**Run 1: floorplan with the power grid**

(2 px per um) Pins as bars on the die edge. Tap cells in gray.
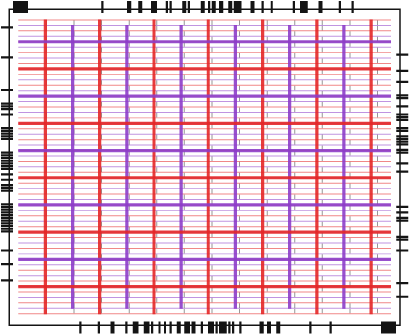
**Run 1: placed cells, one color a class**

(2 px per um) Fill, decap, tap and diode cells in gray.
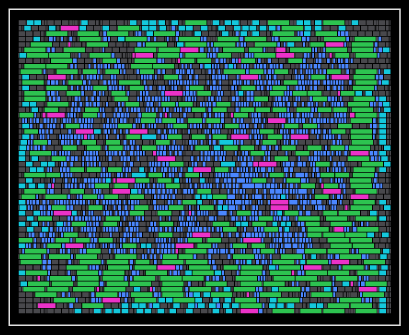
**Run 1: clock distribution**

(2 px per um)
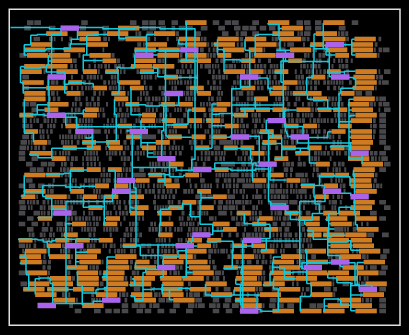
File: config.mk
export PLATFORM = sky130hd
export DESIGN_NAME = mandel_slot_scheduler
export DESIGN_NICKNAME = d
export VERILOG_FILES = /design/src/rtl/mandel_slot_scheduler.sv
export SDC_FILE = /design/constraint.sdc
export NUM_CORES = 1
export LEC_CHECK = 0
export ABC_AREA = 1
export CORE_ASPECT_RATIO = 0.8
export CORE_MARGIN = 4
export CORE_UTILIZATION = 57
export CTS_CLUSTER_SIZE = 12
export DETAILED_ROUTE_END_ITERATION = 6
export PLACE_DENSITY_LB_ADDON = 0.08
export SLEW_MARGIN = 20
export SYNTH_ARGS = -nofsm -noshare
export SYNTH_HDL_FRONTEND = slang
export SYNTH_SLANG_ARGS = --single-unit
File: constraint.sdc
create_clock -name clk -period 4.3 [get_ports clk]
set_clock_uncertainty 0.05 [all_clocks]
set_input_delay 0.43 -clock clk [delete_from_list [all_inputs] [get_ports clk]]
set_output_delay 0.43 -clock clk [all_outputs]
set_load 0.02 [all_outputs]
File: src/rtl/mandel_slot_scheduler.sv
// Round-robin scheduler that time-shares one two-phase mandel_iter core among
// NSLOTS in-flight pixel jobs, holding per-slot c/z/iteration context.
module mandel_slot_scheduler #(
  parameter int unsigned BITS     = 16,
  parameter int unsigned NSLOTS   = 4,
  parameter int unsigned ITER_W   = 4,
  parameter int unsigned MAX_ITER = 15,
  parameter int unsigned TAG_W    = 10
) (
  input  logic              clk,
  input  logic              rst,
  input  logic              flush,
  input  logic              job_valid,
  output logic              job_ready,
  input  logic [BITS-1:0]   job_x0,
  input  logic [BITS-1:0]   job_y0,
  input  logic [TAG_W-1:0]  job_tag,
  output logic              res_valid,
  input  logic              res_ready,
  output logic [TAG_W-1:0]  res_tag,
  output logic [ITER_W-1:0] res_iter,
  output logic              res_escaped,
  output logic              core_phase,
  output logic [BITS-1:0]   core_x0,
  output logic [BITS-1:0]   core_y0,
  output logic [BITS-1:0]   core_x_in,
  output logic [BITS-1:0]   core_y_in,
  input  logic [BITS-1:0]   core_x_out,
  input  logic [BITS-1:0]   core_y_out,
  input  logic              core_escape,
  output logic              idle
);

  localparam int unsigned SVC_W = (NSLOTS > 2) ? $clog2(NSLOTS) : 1;
  localparam logic [ITER_W:0] MAX_CNT = (ITER_W+1)'(MAX_ITER);

  typedef enum logic [1:0] {
    SLOT_FREE = 2'd0,
    SLOT_BUSY = 2'd1,
    SLOT_DONE = 2'd2
  } slot_state_e;

  slot_state_e       st_q   [NSLOTS];
  slot_state_e       st_d   [NSLOTS];
  logic [BITS-1:0]   x0_q   [NSLOTS];
  logic [BITS-1:0]   x0_d   [NSLOTS];
  logic [BITS-1:0]   y0_q   [NSLOTS];
  logic [BITS-1:0]   y0_d   [NSLOTS];
  logic [BITS-1:0]   x_q    [NSLOTS];
  logic [BITS-1:0]   x_d    [NSLOTS];
  logic [BITS-1:0]   y_q    [NSLOTS];
  logic [BITS-1:0]   y_d    [NSLOTS];
  logic [TAG_W-1:0]  tag_q  [NSLOTS];
  logic [TAG_W-1:0]  tag_d  [NSLOTS];
  logic [ITER_W-1:0] iter_q [NSLOTS];
  logic [ITER_W-1:0] iter_d [NSLOTS];
  logic              esc_q  [NSLOTS];
  logic              esc_d  [NSLOTS];

  logic              phase_q, phase_d;
  logic [SVC_W-1:0]  svc_q, svc_d;
  logic              armed_q, armed_d;
  logic              res_valid_q, res_valid_d;
  logic [TAG_W-1:0]  res_tag_q, res_tag_d;
  logic [ITER_W-1:0] res_iter_q, res_iter_d;
  logic              res_esc_q, res_esc_d;

  logic              any_free, any_busy, any_done;
  logic [SVC_W-1:0]  free_idx, done_idx;
  logic              accept, retire;
  logic [ITER_W:0]   iter_inc;

  // Descending scan so the lowest-index match is the one left standing.
  always_comb begin
    any_free = 1'b0;
    any_busy = 1'b0;
    any_done = 1'b0;
    free_idx = '0;
    done_idx = '0;
    for (int unsigned i = NSLOTS; i > 0; i--) begin
      if (st_q[i-1] == SLOT_FREE) begin
        any_free = 1'b1;
        free_idx = SVC_W'(i-1);
      end
      if (st_q[i-1] == SLOT_DONE) begin
        any_done = 1'b1;
        done_idx = SVC_W'(i-1);
      end
      if (st_q[i-1] == SLOT_BUSY) begin
        any_busy = 1'b1;
      end
    end
  end

  assign accept   = job_valid && any_free;
  assign retire   = (!res_valid_q || res_ready) && any_done;
  assign iter_inc = {1'b0, iter_q[svc_q]} + (ITER_W+1)'(1);

  always_ff @(posedge clk) begin
    if (rst || flush) begin
      phase_q     <= 1'b0;
      svc_q       <= '0;
      armed_q     <= 1'b0;
      res_valid_q <= 1'b0;
      for (int unsigned i = 0; i < NSLOTS; i++) begin
        st_q[i] <= SLOT_FREE;
      end
    end else begin
      phase_q     <= phase_d;
      svc_q       <= svc_d;
      armed_q     <= armed_d;
      res_valid_q <= res_valid_d;
      st_q        <= st_d;
    end
  end

  always_ff @(posedge clk) begin
    x0_q       <= x0_d;
    y0_q       <= y0_d;
    x_q        <= x_d;
    y_q        <= y_d;
    tag_q      <= tag_d;
    iter_q     <= iter_d;
    esc_q      <= esc_d;
    res_tag_q  <= res_tag_d;
    res_iter_q <= res_iter_d;
    res_esc_q  <= res_esc_d;
  end

  always_comb begin
    st_d        = st_q;
    x0_d        = x0_q;
    y0_d        = y0_q;
    x_d         = x_q;
    y_d         = y_q;
    tag_d       = tag_q;
    iter_d      = iter_q;
    esc_d       = esc_q;
    phase_d     = ~phase_q;
    svc_d       = phase_q ? svc_q + SVC_W'(1) : svc_q;
    armed_d     = phase_q ? 1'b0 : (st_q[svc_q] == SLOT_BUSY);
    res_valid_d = res_valid_q;
    res_tag_d   = res_tag_q;
    res_iter_d  = res_iter_q;
    res_esc_d   = res_esc_q;

    // The armed slot is BUSY, so it never collides with the accept or retire target.
    if (phase_q && armed_q) begin
      if (core_escape) begin
        st_d[svc_q]  = SLOT_DONE;
        esc_d[svc_q] = 1'b1;
      end else if (iter_inc == MAX_CNT) begin
        st_d[svc_q]   = SLOT_DONE;
        iter_d[svc_q] = MAX_CNT[ITER_W-1:0];
        esc_d[svc_q]  = 1'b0;
      end else begin
        iter_d[svc_q] = iter_inc[ITER_W-1:0];
        x_d[svc_q]    = core_x_out;
        y_d[svc_q]    = core_y_out;
      end
    end

    if (accept) begin
      st_d[free_idx]   = SLOT_BUSY;
      x0_d[free_idx]   = job_x0;
      y0_d[free_idx]   = job_y0;
      x_d[free_idx]    = job_x0;
      y_d[free_idx]    = job_y0;
      tag_d[free_idx]  = job_tag;
      iter_d[free_idx] = '0;
      esc_d[free_idx]  = 1'b0;
    end

    if (retire) begin
      res_valid_d    = 1'b1;
      res_tag_d      = tag_q[done_idx];
      res_iter_d     = iter_q[done_idx];
      res_esc_d      = esc_q[done_idx];
      st_d[done_idx] = SLOT_FREE;
    end else if (res_ready) begin
      res_valid_d = 1'b0;
    end
  end

  always_comb begin
    job_ready   = any_free;
    idle        = !any_busy && !any_done && !res_valid_q;
    res_valid   = res_valid_q;
    res_tag     = res_tag_q;
    res_iter    = res_iter_q;
    res_escaped = res_esc_q;
    core_phase  = phase_q;
    core_x0     = x0_q[svc_q];
    core_y0     = y0_q[svc_q];
    core_x_in   = x_q[svc_q];
    core_y_in   = y_q[svc_q];
  end

endmodule
==> impl.org, run 1 <==
* Implementation run

** Global route
- The first global-routing pass estimated 67,700 um of wire.
- In the global route stage, met1 resource usage came out at 38.3%.
- Maximum number of pins on one net before global-route repair :: 150
- The initial antenna violation count was 0.

** Cells and area
- Combinational gates :: 1,286
- In the final layout, excluding clock buffers the buffer count is 192.
- In the final layout, non-clock buffers account for 10.1% of the cell area.
- Clock Buffer Count :: 59
- 0 antenna diodes ended up in the layout.
- Flip-flop and latch share of the layout cell area :: 46.5%

** Yosys
- Number of instances in the synthesized netlist :: 1,977

** Run status
- Status :: finished clean

** Clock tree
- Clock tree from TritonCTS :: done
- Post-CTS repair changed the size of 0 cells.

** Floorplanning
- The die is 195 um wide.
- Row cnt :: 54

** STA
- Per the final report, max-transition violations number 0.

** Worst setup path
- The capture point of the critical path was reported as y_q[23].

** Drt
- Before antenna repair, the detailed router went through 5 iterations.

** Run
- OpenROAD warning count :: 34

** Power
- Gate power share :: 12.5%
-- 'floorplan with the power grid' (at the start) --
VSS: drawn in red. VDD: drawn in purple.
13 straps on met4. 55 met1 rails follow the rows. 364 tap cells. 163 signal pins sit on the boundary. 10 straps on met5.

-- 'placed cells, one color a class' (at the start) --
all other logic: drawn in blue, cells 1,504. clock drivers and dummy loads: drawn in magenta, cells 64. flip-flops: drawn in green, cells 344. other buffers and delay cells: drawn in cyan, cells 192.

-- 'clock distribution' (at the start) --
cells driving clock nets: drawn in purple, count 36. flip-flops: drawn in orange, count 344. clock wires: drawn in cyan, length 3,970 um.
Position of the flops: widely spread.

[run 1: cell usage after synthesis]
| library cell | count |
|---|---|
| sky130_fd_sc_hd__a21boi_0 | 1 |
| sky130_fd_sc_hd__edfxtp_1 | 183 |
| sky130_fd_sc_hd__buf_2 | 18 |
| sky130_fd_sc_hd__nand2_1 | 410 |
| sky130_fd_sc_hd__a21oi_1 | 177 |
| sky130_fd_sc_hd__o31ai_1 | 1 |
| sky130_fd_sc_hd__a211oi_1 | 1 |
| sky130_fd_sc_hd__o2111ai_1 | 1 |
| sky130_fd_sc_hd__nand4_1 | 14 |
| sky130_fd_sc_hd__inv_2 | 5 |
| sky130_fd_sc_hd__nor2_1 | 282 |
| sky130_fd_sc_hd__nand2_2 | 4 |
| sky130_fd_sc_hd__buf_4 | 7 |
| sky130_fd_sc_hd__buf_6 | 9 |
| sky130_fd_sc_hd__o21ai_0 | 100 |
| sky130_fd_sc_hd__nor3_1 | 6 |
| sky130_fd_sc_hd__a221o_1 | 1 |
| sky130_fd_sc_hd__ha_1 | 6 |
| sky130_fd_sc_hd__inv_1 | 211 |
| sky130_fd_sc_hd__clkbuf_1 | 92 |
| sky130_fd_sc_hd__buf_1 | 3 |
| sky130_fd_sc_hd__nand3_1 | 228 |
| sky130_fd_sc_hd__dfxtp_1 | 161 |
| sky130_fd_sc_hd__or2_2 | 2 |
| sky130_fd_sc_hd__nor2_4 | 1 |
| sky130_fd_sc_hd__clkinv_1 | 2 |
| sky130_fd_sc_hd__o22ai_1 | 34 |
| sky130_fd_sc_hd__nand3b_1 | 1 |
| sky130_fd_sc_hd__o211ai_1 | 15 |
| sky130_fd_sc_hd__o21ai_1 | 1 |
==> run 2, diff against run 1 <==
--- a/config.mk
+++ b/config.mk
@@ -12,6 +12,7 @@
 export CTS_CLUSTER_SIZE = 12
 export DETAILED_ROUTE_END_ITERATION = 6
 export PLACE_DENSITY_LB_ADDON = 0.08
+export SKIP_CTS_REPAIR_TIMING = 1
 export SLEW_MARGIN = 20
 export SYNTH_ARGS = -nofsm -noshare
 export SYNTH_HDL_FRONTEND = slang
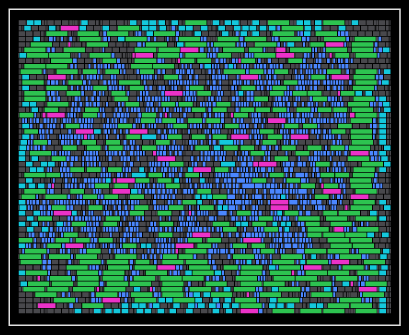
**Above:** run 2 (placed cells, one color a class).
(2 px per um) Fill, decap, tap and diode cells in gray.
flip-flops: drawn in green, cells 344. all other logic: drawn in blue, cells 1,504. clock drivers and dummy loads: drawn in magenta, cells 64. other buffers and delay cells: drawn in cyan, cells 192.

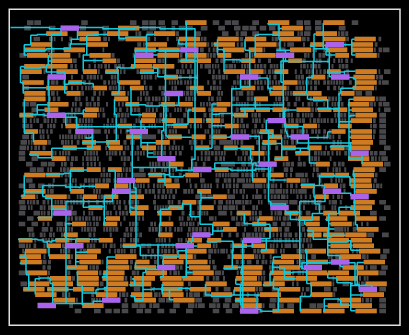
**Above:** run 2 (clock distribution).
(2 px per um)
clock wires: drawn in cyan, length 3,970 um. flip-flops: drawn in orange, count 344. cells driving clock nets: drawn in purple, count 36.
Position of the flops: widely spread.

==> impl.org, run 2 <==
* Implementation run

** Run status
- The flow ran to the end, and the final reports show no timing, DRC or antenna violations.

** Clock tree
- Counting every sink on the clock net gives 344.
- TritonCTS built the clock tree.

** Cells and area
- The final layout report lists a non-clock buffer count of 192.
- Clock Buffer Count :: 59
- The layout report lists the non-clock buffer share of cell area as 10.1%.
- Number of diodes :: 0
- Flip-flop and latch share of the layout cell area :: 46.5%
- Logic area :: 5800 um2
- Leading cell category by total area :: sequential cells
- According to the cell report, the number of logic gates is 1,286.
- Number of ordinary inverters in the final layout :: 218

** Yosys
- The gate-level netlist out of Yosys references 30 unique cell types.
- Number of instances in the synthesized netlist :: 1,977
- Among all cell types in the netlist, the one instantiated most often is sky130_fd_sc_hd__nand2_1.
- The synthesis report gives the async set-or-reset register share as 0%.
- Most common flop cell mapped by yosys :: sky130_fd_sc_hd__edfxtp_1
- Top post-synthesis cells by count :: sky130_fd_sc_hd__nand2_1, sky130_fd_sc_hd__nor2_1, sky130_fd_sc_hd__nand3_1

** Hold path
- The worst hold path begins at esc_q[2].

** Power
- Of the total power, combinational logic draws 12.5%.

** Run
- Warnings raised by the tools during the run amount to 34.

** Floorplanning
- Row cnt :: 54
- From left edge to right edge, the die measures 195 um.

** Global route
- Entering global routing, the biggest net connects 150 pins.
- The first global-routing pass estimated 67,700 um of wire.
- The initial antenna violation count is 0.

** STA
- Final worst path period need :: 3660 ps
- Count of final max-slew check failures :: 0
- Highest clock rate :: 273 MHz
- After layout, the worst path uses 85.1% of the clock period.
- WHS :: 427 ps

** Drt
- Once iteration 0 of detailed routing completed, the report listed 1,292 DRC markers.
- Count of TritonRoute iterations in the first routing pass :: 5
- After detailed routing, the number of remaining DRC violations is 0.
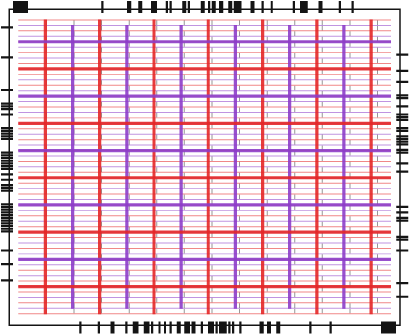
**Above:** run 2 (floorplan with the power grid).
(2 px per um) Pins as bars on the die edge. Tap cells in gray.
VDD: drawn in purple. VSS: drawn in red.
364 tap cells. 55 met1 rails follow the rows. 10 straps on met5. The core has 54 rows.

==> run 2: worst max-delay path, delay by kind of cell (launching register included) <==
kind / cells / cell delay, ps
DFF: 1 / 560
buffers and inverters: 2 / 410
and+or+nand+nor: 12 / 2330
adders and majority gates: 1 / 170
==> run 2: logic make-up after synthesis <==
family                   synth area share, %
AND/OR/NAND/NOR                         24.6
buffers and inverters                   8.93
flip-flops                              54.9
AND-OR/OR-AND                           11.1
adder cells (fa/ha/maj)                0.473
==> run 2: stage by stage <==
step / std cells / instance area [um2] / utilization [%] / worst slack [ps] / power, uW
4_1_cts: 2468 / 18800 / 68.5 / 692 / 7550
3_3_place_gp: 2404 / 17700 / 64.7 / 788 / 4700
2_1_floorplan: 1977 / 15900 / - / 759 / 4320
6_report: 2468 / 18800 / 68.5 / 641 / 7520
3_5_place_dp: 2404 / 17700 / 64.7 / 676 / 4720
5_1_grt: 2468 / 18800 / 68.5 / 301 / 7820
==> run 2: worst max path at each step <==
stage | end | cells past startpoint | startpoint | slack (ps)
floorplan | iter_q[11] | 9 | st_q[7] | 760
global placement | x_q[1] | 12 | svc_q[1] | 790
detailed placement | y_q[23] | 12 | svc_q[1] | 680
CTS | y_q[23] | 12 | svc_q[1] | 690
global route | y_q[26] | 15 | svc_q[0] | 300
finish | y_q[23] | 15 | svc_q[0] | 640
==> run 2: power by group through the flow <==
stage / Combinational [uW] / Sequential (uW) / Clock [uW]
detailed placement: 929 / 3790 / 0
global route: 1050 / 3740 / 3030
global placement: 910 / 3790 / 0
finish: 937 / 3730 / 2860
CTS: 936 / 3730 / 2890
floorplan: 543 / 3780 / 0
==> run 2: routing by layer <==
metal,global-route usage [%],vias up,routed length [um]
met2,45.2,567,20100
met3,3.98,83,3190
met5,0,-,0
li1,-,6677,-
met1,38.3,6449,18900
met4,7.97,0,926
Power and IR drop assume default switching activity.
